Run 1, close-up of the layout:
Scale bar: 10 um. Region (54, 24) to (94, 64) um. Cells in gray, sequential cells in the stronger gray; small squares are vias.
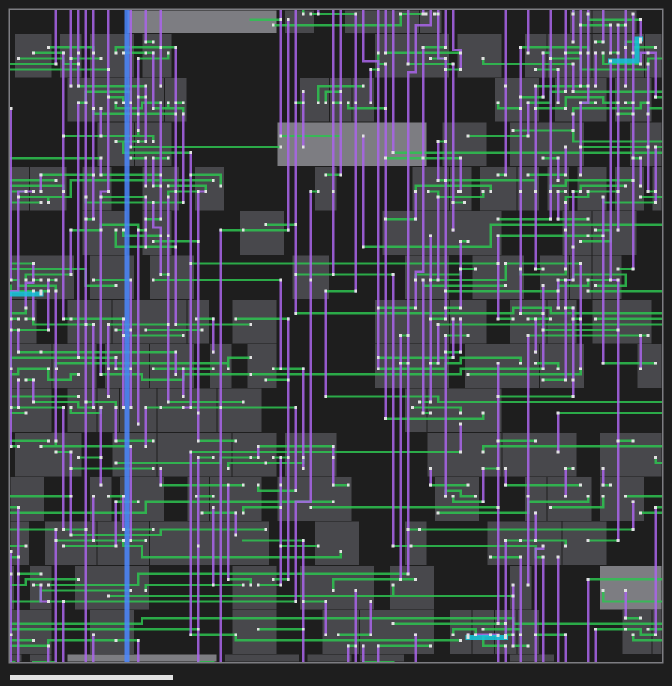
Run 1, the metal 1 layer:
Scale bar: 50 um. Supply wires on this layer in gray.
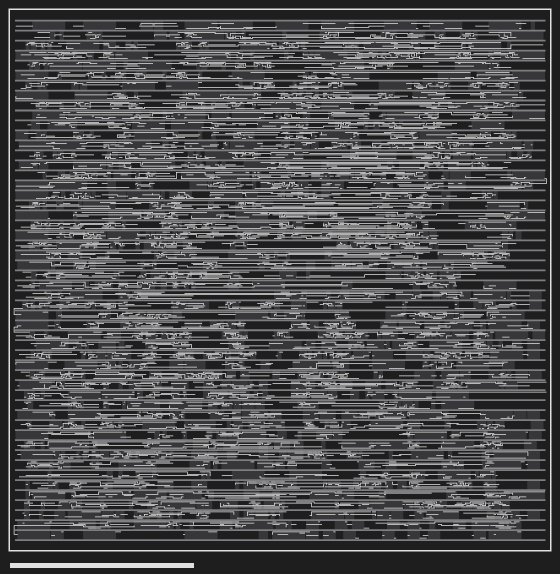
Run 1, metal 2:
Scale bar: 50 um.
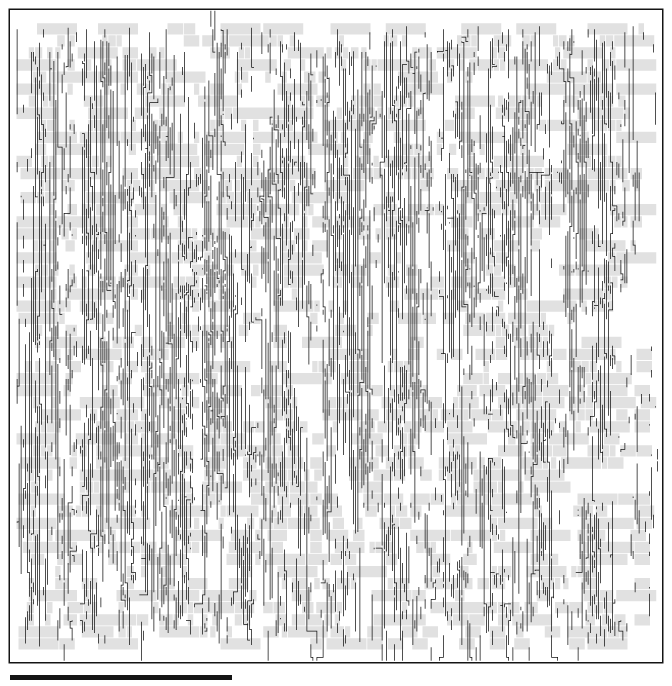
==> src/rtl/wave_diff_pkg.sv <==
// Shared constants and helpers for the lagged wave differentiator.
package wave_diff_pkg;

    // Output coding selected by offset_mode.
    localparam logic OUT_OFFSET = 1'b1;
    localparam logic OUT_TWOS   = 1'b0;

    // Clamp result: low bits of val carry the saturated value, sat marks a clamp.
    typedef struct packed {
        logic        sat;
        logic [63:0] val;
    } clamp_t;

    // Saturate a signed value into the signed range of a w-bit word.
    function automatic clamp_t sat_clamp(input logic signed [63:0] s, input int w);
        logic signed [63:0] hi;
        logic signed [63:0] lo;
        clamp_t             r;
        hi    = (64'sd1 <<< (w - 1)) - 64'sd1;
        lo    = -(64'sd1 <<< (w - 1));
        r.sat = 1'b0;
        r.val = s;
        if (s > hi) begin
            r.sat = 1'b1;
            r.val = hi;
        end else if (s < lo) begin
            r.sat = 1'b1;
            r.val = lo;
        end
        return r;
    endfunction

    // A lag of 0 means 1; anything deeper than the history is pinned to it.
    function automatic int norm_lag(input int lag, input int lag_max);
        if (lag < 1) return 1;
        if (lag > lag_max) return lag_max;
        return lag;
    endfunction

endpackage

==> src/rtl/wave_hist_ring.sv <==
// Per-channel sample history: ring buffer, write pointer and fill counter.
// The read side is combinational and sees the contents before this cycle's write.
module wave_hist_ring #(
    parameter int W        = 8,
    parameter int CHANNELS = 2,
    parameter int CH_W     = 1,
    parameter int LAG_MAX  = 8,
    parameter int LAG_W    = 4
) (
    input  logic             clk_50M,
    input  logic             rst,
    input  logic             clear,
    input  logic             wr_en,
    input  logic [CH_W-1:0]  wr_ch,
    input  logic [W-1:0]     wr_data,
    input  logic [CH_W-1:0]  rd_ch,
    input  logic [LAG_W-1:0] rd_lag,
    output logic [W-1:0]     rd_data,
    output logic             rd_ready
);

    localparam int PTR_W = (LAG_MAX > 1) ? $clog2(LAG_MAX) : 1;
    // Wide enough to hold wr_ptr + LAG_MAX before the modulo fold.
    localparam int AW    = LAG_W + 1;

    logic [W-1:0]     mem    [CHANNELS][LAG_MAX];
    logic [PTR_W-1:0] wr_ptr [CHANNELS];
    logic [LAG_W-1:0] fill   [CHANNELS];
    logic [AW-1:0]    rd_idx;

    // Read x[n-L] at (wr_ptr - L) mod LAG_MAX and report whether L samples exist.
    // rd_lag is expected already normalised to 1..LAG_MAX, so one fold suffices.
    always_comb begin
        rd_data  = '0;
        rd_ready = 1'b0;
        rd_idx   = '0;
        for (int c = 0; c < CHANNELS; c++) begin
            if (rd_ch == CH_W'(c)) begin
                rd_idx = AW'(wr_ptr[c]) + AW'(LAG_MAX) - AW'(rd_lag);
                if (rd_idx >= AW'(LAG_MAX)) begin
                    rd_idx = rd_idx - AW'(LAG_MAX);
                end
                for (int k = 0; k < LAG_MAX; k++) begin
                    if (rd_idx == AW'(k)) begin
                        rd_data = mem[c][k];
                    end
                end
                rd_ready = (fill[c] >= rd_lag);
            end
        end
    end

    // Store accepted samples, advance the pointer and saturate the fill count.
    always_ff @(posedge clk_50M or posedge rst) begin
        if (rst) begin
            for (int c = 0; c < CHANNELS; c++) begin
                wr_ptr[c] <= '0;
                fill[c]   <= '0;
                for (int k = 0; k < LAG_MAX; k++) begin
                    mem[c][k] <= '0;
                end
            end
        end else if (clear) begin
            for (int c = 0; c < CHANNELS; c++) begin
                wr_ptr[c] <= '0;
                fill[c]   <= '0;
                for (int k = 0; k < LAG_MAX; k++) begin
                    mem[c][k] <= '0;
                end
            end
        end else if (wr_en) begin
            for (int c = 0; c < CHANNELS; c++) begin
                if (wr_ch == CH_W'(c)) begin
                    for (int k = 0; k < LAG_MAX; k++) begin
                        if (wr_ptr[c] == PTR_W'(k)) begin
                            mem[c][k] <= wr_data;
                        end
                    end
                    if (wr_ptr[c] == PTR_W'(LAG_MAX - 1)) begin
                        wr_ptr[c] <= '0;
                    end else begin
                        wr_ptr[c] <= wr_ptr[c] + 1'b1;
                    end
                    if (fill[c] != LAG_W'(LAG_MAX)) begin
                        fill[c] <= fill[c] + 1'b1;
                    end
                end
            end
        end
    end

endmodule

==> src/rtl/wave_diff_lag.sv <==
// Multi-channel lagged differentiator: y = +/-(x[n] - x[n-L]), scaled,
// saturated and coded as two's complement or offset binary.
//
// Stream protocol: there is no ready. A sample is taken on every clock edge
// where in_valid is high; it is accepted when in_ch < CHANNELS and clear is
// low. An accepted sample past warm-up produces exactly one out_valid pulse
// on the following cycle, with out_ch/out_data/out_sat valid only while
// out_valid is high.
module wave_diff_lag #(
    parameter int W        = 8,
    parameter int CHANNELS = 2,
    parameter int CH_W     = 1,
    parameter int LAG_MAX  = 8,
    parameter int LAG_W    = 4,
    parameter bit NEGATE   = 1'b1,
    parameter int GAIN_SHL = 0
) (
    input  logic             clk_50M,
    input  logic             rst,
    input  logic             clear,
    input  logic [LAG_W-1:0] lag,
    input  logic             offset_mode,
    input  logic             in_valid,
    input  logic [CH_W-1:0]  in_ch,
    input  logic [W-1:0]     in_data,
    output logic             out_valid,
    output logic [CH_W-1:0]  out_ch,
    output logic [W-1:0]     out_data,
    output logic             out_sat,
    output logic             err_ch,
    output logic [15:0]      out_cnt
);

    import wave_diff_pkg::*;

    localparam int SW = W + GAIN_SHL + 1;

    logic                 bad_ch;
    logic                 accept;
    logic [LAG_W-1:0]     lag_n;
    logic [W-1:0]         hist_data;
    logic                 hist_ready;
    logic signed [W:0]    diff;
    logic signed [SW-1:0] scaled;
    clamp_t               clamped;
    logic [W-1:0]         y_twos;
    logic [W-1:0]         y_out;
    logic                 unused_clamp_bits;

    // Classify the incoming strobe and normalise the lag for this sample.
    always_comb begin
        bad_ch = (32'(in_ch) >= 32'(CHANNELS));
        accept = in_valid && !clear && !bad_ch;
        lag_n  = LAG_W'(norm_lag(int'(lag), LAG_MAX));
    end

    wave_hist_ring #(
        .W        (W),
        .CHANNELS (CHANNELS),
        .CH_W     (CH_W),
        .LAG_MAX  (LAG_MAX),
        .LAG_W    (LAG_W)
    ) u_ring (
        .clk_50M  (clk_50M),
        .rst      (rst),
        .clear    (clear),
        .wr_en    (accept),
        .wr_ch    (in_ch),
        .wr_data  (in_data),
        .rd_ch    (in_ch),
        .rd_lag   (lag_n),
        .rd_data  (hist_data),
        .rd_ready (hist_ready)
    );

    // Difference, gain shift at full width, clamp, then optional MSB flip.
    always_comb begin
        if (NEGATE) begin
            diff = $signed({1'b0, hist_data}) - $signed({1'b0, in_data});
        end else begin
            diff = $signed({1'b0, in_data}) - $signed({1'b0, hist_data});
        end
        scaled  = $signed(SW'(diff));
        scaled  = scaled <<< GAIN_SHL;
        clamped = sat_clamp(64'(scaled), W);
        y_twos  = clamped.val[W-1:0];
        if (offset_mode == OUT_OFFSET) begin
            y_out = {~y_twos[W-1], y_twos[W-2:0]};
        end else begin
            y_out = y_twos;
        end
        unused_clamp_bits = ^clamped.val[63:W];
    end

    // Register results, the bad-channel pulse and the output counter.
    always_ff @(posedge clk_50M or posedge rst) begin
        if (rst) begin
            out_valid <= 1'b0;
            out_ch    <= '0;
            out_data  <= '0;
            out_sat   <= 1'b0;
            err_ch    <= 1'b0;
            out_cnt   <= '0;
        end else begin
            out_valid <= 1'b0;
            err_ch    <= 1'b0;
            if (clear) begin
                out_cnt <= '0;
            end else if (in_valid && bad_ch) begin
                err_ch <= 1'b1;
            end else if (accept && hist_ready) begin
                out_valid <= 1'b1;
                out_ch    <= in_ch;
                out_data  <= y_out;
                out_sat   <= clamped.sat;
                out_cnt   <= out_cnt + 16'd1;
            end
        end
    end

endmodule
==> config.mk <==
export PLATFORM = sky130hd
export DESIGN_NAME = wave_diff_lag
export DESIGN_NICKNAME = d
export VERILOG_FILES = /design/src/rtl/wave_diff_pkg.sv /design/src/rtl/wave_hist_ring.sv /design/src/rtl/wave_diff_lag.sv
export SDC_FILE = /design/constraint.sdc
export NUM_CORES = 1
export LEC_CHECK = 0
export CORE_UTILIZATION = 48
export CTS_BUF_LIST = sky130_fd_sc_hd__clkbuf_4 sky130_fd_sc_hd__clkbuf_8
export DETAILED_ROUTE_END_ITERATION = 7
export PLACE_DENSITY_LB_ADDON = 0.05
export SYNTH_ARGS = -nofsm -noshare
export SYNTH_HDL_FRONTEND = slang
export SYNTH_SLANG_ARGS = --single-unit
==> constraint.sdc <==
create_clock -name clk_50M -period 6.6 [get_ports clk_50M]
set_input_delay 0.99 -clock clk_50M [delete_from_list [all_inputs] [get_ports clk_50M]]
set_output_delay 0.99 -clock clk_50M [all_outputs]
set_load 0.005 [all_outputs]
==> results.toml, run 1 <==
# implementation run metrics
[synthesis]
top_logic_kind = "AND-OR/OR-AND gates"
edf_count = 0
synth_warnings = 0
ys_types = 78
synth_area_per_cell_um2 = 8.19
flop_cell = "dfrtp_1"
yosysTopAreaCellShare_pct = 41.9
async_flop_share_pct = 100
simple_gate_area_share_pct = 21.6
common_cells = "nand2_1, dfrtp_1, a21oi_1"
synth-adder-area-share_pct = 5.80
syn-instance-count = 1233
fp_nets = 1296
ys_sh_aoi_pct = 22.0

[route]
vias = 9141
drtAntennaViolNets = 0
route.met2.wl_mm = 15.2
routedLengthMet1_mm = 14.6
wl_met3_mm = 1.50
routedWlPerCell_um = 20.8
top_layer = "met4"

[finish]
clock_area_share_pct = 3.63
regArea_um2 = 4230
logic_area_um2 = 5390
final_cell_area_um2 = 11400

[critical_path]
crit_path_end = "out_data[6]"
slowest_stage = "o41a_2"
crit_path_max_fanout = 13
worstReg2RegStart = "u_ring.wr_ptr[5]"
rr_endpoint = "out_data[6]"

[global_routing]
gr-total-overflow = 0
grtUsageTotal_pct = 30.8

[run_status]
status = "completed"

[timing]
whs_ps = 490
fin_crit_ps = 6100
setup_viol = 0
setup_ws_ps = 503

[floorplan]
fp_util_pct = 49.4
fp.dieH_um = 147

[worst_hold_path]
holdCritPathClass = "reg -> reg"

[clock_network]
post-cts-setup-buffers = 0
cts_made_buffers = 17
cts.sinks = 169

[pwr]
maxPowerGroup = "registers"
power.density_nw_per_um2 = 227

[placement]
hpwl_mm = 22.7
port_buffers = 44
placed_area_um2 = 11000
Back to the opening pictures, 'close-up of the layout':
Key: purple = met2; cyan = met3; green = met1; blue = met4
127 logic cells have their middle in the window. Sequential cells in the window: 2. Netlist names of flops here include u_ring.wr_ptr (2). Most frequent: buf_4 (21), ha_1 (17), nand2_1 (13).

Back to the opening pictures, 'the metal 1 layer':
The longest straight run is 60.7 um. The wires run mostly horizontal. 1228 nets have wire on it.

Back to the opening pictures, 'metal 2':
The longest straight run is 90.1 um. The layer holds 47% of the routed length.

-- run 1: placed cells by master (no fill, tap or decap), types with 18 or more instances in the layout --
master and instances:
ha_1 42, o21ai_0 62, dfrtp_1 169, a21o_1 18, clkdlybuf4s50_1 43, nor2_1 63, nand3_1 43, a21oi_1 153
buf_4 53, inv_1 36, nand2_1 305
-- run 1: sequential cells by signal, summed over array words and instances (netlist names) --
signal / flops
u_ring.fill: 8
u_ring.mem: 128
out_cnt: 16
out_sat: 1
out_data: 8
u_ring.wr_ptr: 6
out_valid: 1
out_ch: 1
-- run 1: critical path, delay by kind of cell --
family	cells	cell delay [ps]
adder cells (fa/ha/maj)	4	1200
AND-OR/OR-AND	11	2520
AND/OR/NAND/NOR	8	1230
buffers and inverters	2	490
==> run 1 -> run 2 <==
- CTS_CLUSTER_DIAMETER: not set -> 120
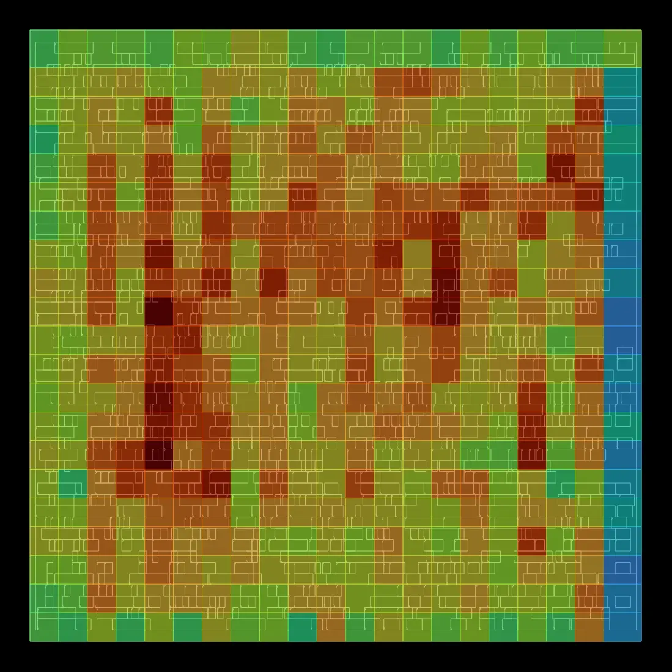
Run 2: routing congestion
met2 usage: 49.5%
Layout Utilization: 55.8%
wire per inst: 20.8 um

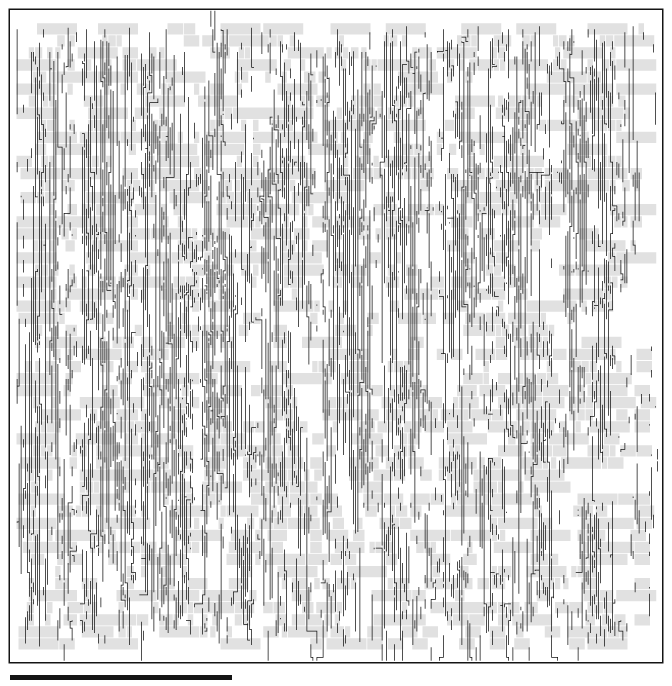
Run 2: metal 2
Scale bar: 50 um.
1007 nets have wire on it. The layer holds 47% of the routed length. The longest straight run is 90.1 um.

==> run 2 against run 1 <==
Compared with the run above: synthesized area unchanged; critical path type unchanged; combinational power hardly changed; critical path depth stayed put; hold slack did not move; core utilization did not move; sequential share of layout area is the same; cell count is the same; sequential power about the same; setup slack unchanged.
==> results.toml, run 2 <==
# implementation run metrics
[synthesis]
ys_types = 78
synth_area_per_cell_um2 = 8.19
synth-adder-area-share_pct = 5.80
flop_cell = "dfrtp_1"
syn-instance-count = 1233
top_logic_kind = "AND-OR/OR-AND gates"
common_cells = "nand2_1, dfrtp_1, a21oi_1"
yosysTopAreaCellShare_pct = 41.9
synth_warnings = 0
simple_gate_area_share_pct = 21.6
synth-cells-yosys = 1233
synth.cell_area_um2 = 10100
edf_count = 0
async_flop_share_pct = 100
fp_nets = 1296

[critical_path]
crit_path_end = "out_data[6]"
rr_endpoint = "out_data[6]"
path_buffers = 2
worstReg2RegStart = "u_ring.wr_ptr[5]"
slowest_stage = "o41a_2"
crit_path_max_fanout = 13
cp_top_family = "AND-OR/OR-AND gates"

[global_routing]
met3_usage_pct = 4.60
gr-total-overflow = 0

[route]
drtAntennaViolNets = 0
route.met2.wl_mm = 15.2
vias = 9141
routedLengthMet1_mm = 14.6
top_layer = "met4"
wl_met3_mm = 1.50

[finish]
drive_above_1_share_pct = 8.22
final_cell_area_um2 = 11400
lay_top_count = "nand2_1"
regArea_um2 = 4230
top_regs = "u_ring.mem x128, out_cnt x16"
logic_area_um2 = 5390
mostFrequentLayoutCells = "nand2_1, dfrtp_1, a21oi_1"
largest_register = "u_ring.mem"
largest_reg_flops = 128

[run_status]
status = "completed"

[placement]
hpwl_mm = 22.7
placed_area_um2 = 11000
port_buffers = 44

[clock_network]
clockRootBuffer = "clkbuf_8"
cts_made_buffers = 17
post-cts-setup-buffers = 0
cts.sinks = 169

[timing]
hold_viol = 0
fin_crit_ps = 6100
whs_ps = 490
setup_viol = 0
setup_ws_ps = 503

[pwr]
power.density_nw_per_um2 = 227
p_clk_mw = 0.764
maxPowerGroup = "registers"

[worst_hold_path]
holdCritPathClass = "reg -> reg"

[floorplan]
fp_util_pct = 49.4
fp.dieH_um = 147
==> run 2: tightest hold or removal path, cell delays in order, from the launching register on <==
cell     delay (ps)
dfrtp_1         350
nand2_1          50
o21ai_0          60
==> run 2: metrics by stage <==
stage | std cells | power (mW) | setup TNS (ps)
3_5_place_dp | 1516 | 1.84 | -12.9
2_1_floorplan | 1233 | 1.56 | 0
6_report | 1549 | 2.59 | 0
5_1_grt | 1548 | 2.72 | -0.262
4_1_cts | 1548 | 2.60 | 0
3_3_place_gp | 1516 | 1.84 | 0
==> run 2: area by class of cell <==
class,count,area share (%)
Inverter,39,1.33
Timing Repair Buffer,98,7.62
Multi-Input combinational cell,940,47.3
Clock inverter,15,1.58
Tap cell,270,2.97
Antenna cell,1,0.0220
Clock buffer,17,2.05
Sequential cell,169,37.1
Run 2, close-up of the layout:
Scale bar: 10 um. Region (54, 24) to (94, 64) um. Cells in gray, sequential cells in the stronger gray; small squares are vias.
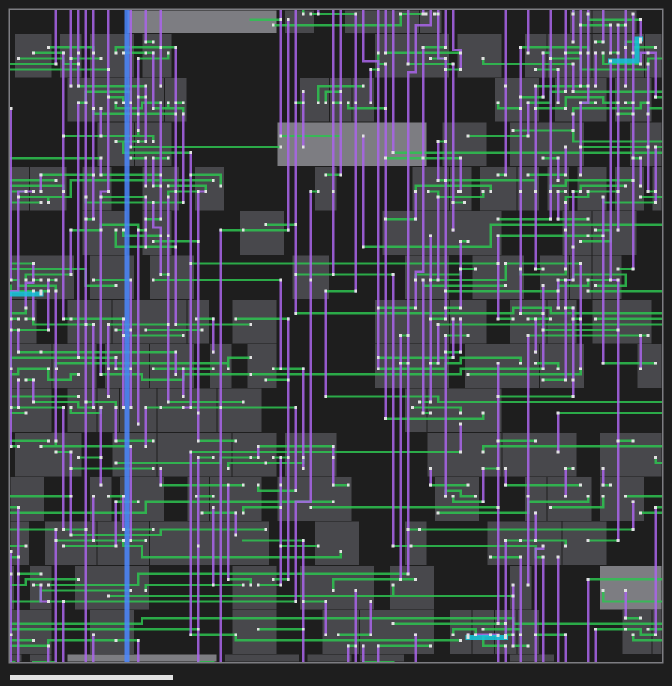

==> run 2 -> run 3 <==
- CORE_MARGIN: not set -> 2
- clock period: 6.6 -> 5.05 ns (I/O delays scaled with it)
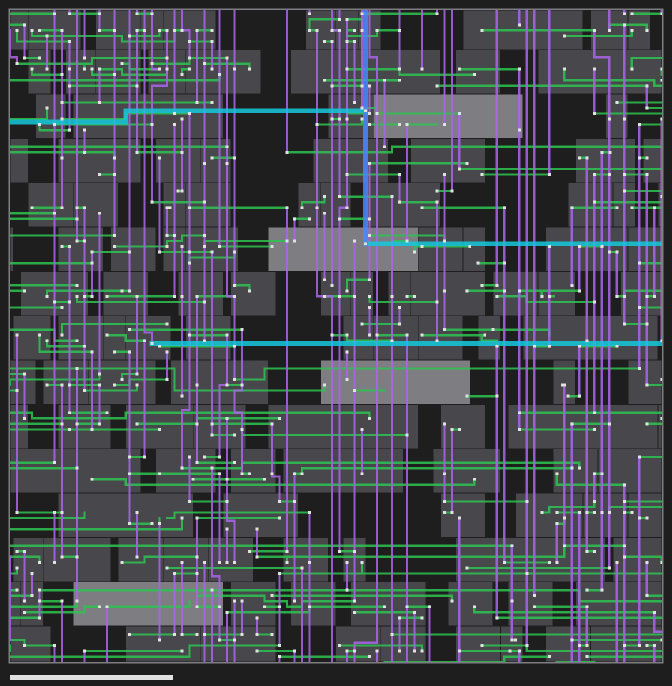
Run 3: close-up of the layout
Scale bar: 10 um. Region (55, 25) to (95, 65) um. Cells in gray, sequential cells in the stronger gray; small squares are vias.
Key: green = met1; blue = met4; purple = met2; cyan = met3
120 logic cells have their middle in the window. Sequential cells in the window: 4. Netlist names of flops here include u_ring.wr_ptr (4). Most frequent: buf_4 (32), ha_1 (11), nor2_1 (7).

==> run 3 against run 2 <==
Compared with the run above: design area increased by 13%; count of clock-buffer cells in the layout increased by 1; setup slack got worse by 430 ps; cell count increased by 8.5%; synthesized area unchanged; combinational power increased by 84%; synthesized cell count unchanged; core utilization increased by 6.2 points; via count increased by 5.7%; sequential power increased by 29%; largest power group unchanged; largest cell class unchanged.
==> results.toml, run 3 <==
# implementation run metrics
[run_status]
status = "completed"

[synthesis]
synth_warnings = 0
flop_cell = "dfrtp_1"
mux_share_pct = 2.38
edf_count = 0
synth-adder-area-share_pct = 5.80
common_cells = "nand2_1, dfrtp_1, a21oi_1"
synth_area_per_cell_um2 = 8.19
synth-cells-yosys = 1233
xor_share_pct = 1.47
yosysTopAreaCellShare_pct = 41.9
ys_types = 78
top_logic_kind = "AND-OR/OR-AND gates"
ys.flops = 169
simple_gate_area_share_pct = 21.6
synth.cell_area_um2 = 10100
ys_sh_aoi_pct = 22.0
syn-instance-count = 1233
async_flop_share_pct = 100
fp_nets = 1296

[route]
route.met2.wl_mm = 15.7
drt_pass1_iterations = 6
top_layer = "met4"
routedLengthMet1_mm = 14.6
drtAntennaViolNets = 0
routedWlPerCell_um = 19.6
vias = 9662
wl_met3_mm = 1.77

[clock_network]
insertion_delay_ps = 490
cts.sinks = 169
cts_made_buffers = 17
clockRootBuffer = "clkbuf_8"
cts.htree.levels = 4
cts_tree = "done"
clk_pin_slew_worst_paths_ps = 90

[critical_path]
path_buffers = 7
slowest_stage = "o41ai_2"
worstReg2RegStart = "u_ring.wr_ptr[0]"
crit_path_max_fanout = 7
critPathArrivalTime_ps = 5330
endpoint_kind = "flop"
cp_top_family = "AND-OR/OR-AND gates"
rr_endpoint = "out_sat"

[finish]
lay_top_count = "nand2_1"
top_regs = "u_ring.mem x128, out_cnt x16"
n_antenna_cell = 0
final_cell_area_um2 = 12900
stdcell_count = 1680
mostFrequentLayoutCells = "nand2_1, dfrtp_1, buf_4"
largest_register = "u_ring.mem"
drive_above_1_share_pct = 22.4
finish.utilization_pct = 62.0
largest_reg_flops = 128

[timing]
setup_ws_ps = 75.9
whs_ps = 492
fin_setup_tns_ps = 0
setup_viol = 0
hold_viol = 0
fin_crit_ps = 4970
worst_slew_margin_rel_pct = 22.5
finalClockPeriodUsage_pct = 98.5

[placement]
gp_congestion = 0.988
port_buffers = 44
hpwl_mm = 23.5
placedCellCount = 1631
placed_area_um2 = 11900

[global_routing]
grt_pass1_wl_mm = 51.7
met3_usage_pct = 5.66
met2_usage_pct = 49.3
grtUsageTotal_pct = 30.2
grt_busiest_layer = "met2"
gr-total-overflow = 0
grt_use_met1_pct = 41.1

[pwr]
power.density_nw_per_um2 = 292
p_total_mw = 3.78
maxPowerGroup = "registers"
p_clk_mw = 1.01
p_sw_mw = 1.33
power_frac_seq_pct = 38.5
powerSeq_mw = 1.45
leakage_nw = 5.62

[floorplan]
fp.dieH_um = 149
fp_util_pct = 48.5
rows = 53
fp.dieW_um = 149
chipArea_um2 = 22200
core-area_um2 = 20800

[worst_hold_path]
holdCritPathClass = "reg -> reg"
whs_path_depth = 2
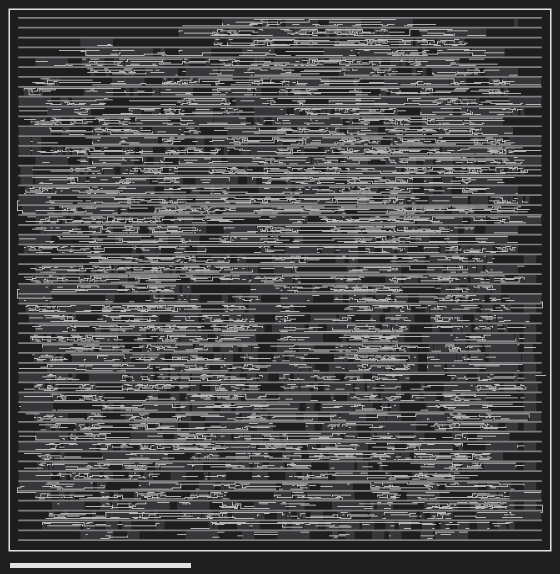
Run 3: the metal 1 layer
Scale bar: 50 um. Supply wires on this layer in gray.
1349 nets have wire on it. The layer holds 44% of the routed length. The layer carries 14600 um of wire. The longest straight run is 63.0 um. The wires run mostly horizontal.

-- run 3: timing repair --
action,CTS,global route
endpoints found under the hold margin,0,0
setup endpoints to repair,9,9
resized,61,77
pin swaps,24,54
hold buffers,0,0
buffers inserted,7,11
cloned,1,0
-- run 3: worst max-delay path by stage --
stage | from | endpoint | slack (ps) | cells after the start
after detailed placement | lag[2] | out_data[1] | -990 | 25
final | lag[3] | out_sat | 80 | 27
after global routing | lag[2] | out_sat | -100 | 28
after global placement | lag[2] | out_data[6] | -980 | 25
after floorplan | lag[3] | out_data[0] | -170 | 28
after CTS | lag[2] | out_data[6] | 20 | 26
-- run 3: final cells by class --
class                      count  area (um^2)
clock buffer                  18          241
clock inverter                14          155
fill                        1850         7910
inverter                      39          166
multi-input combinational    940         5900
sequential                   169         4230
tap                          275          344
timing repair buffer         225         1880

==> notes/layouts.md <==
Pictures saved along the way, in no particular order.

Sizing map.
Scale bar: 50 um.
shot_01.png
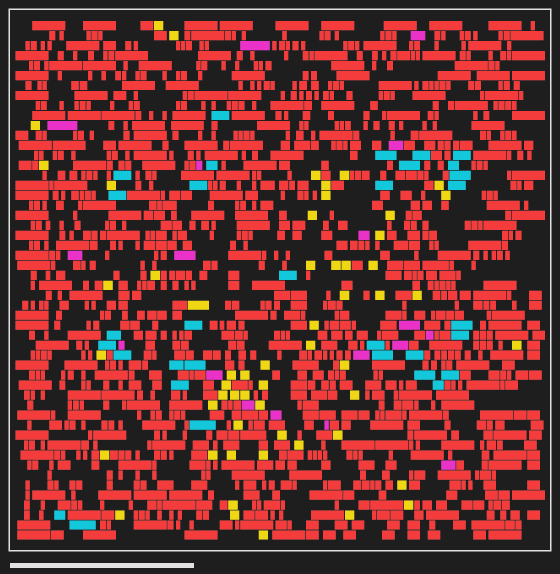
shot_02.png
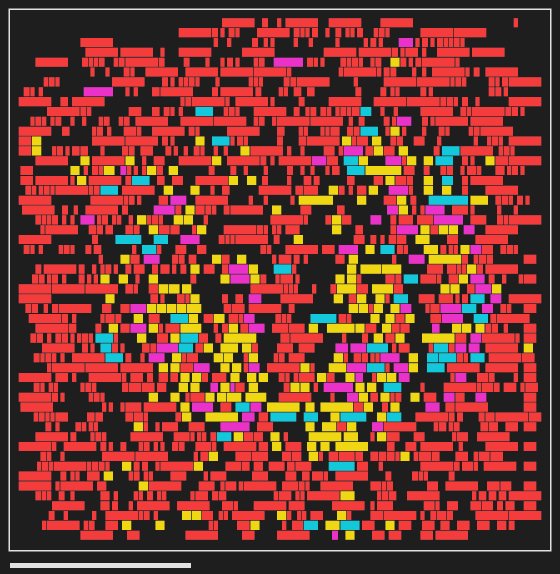
- shot_02.png = run 3
- shot_01.png = run 1

Power and IR drop assume default switching activity.
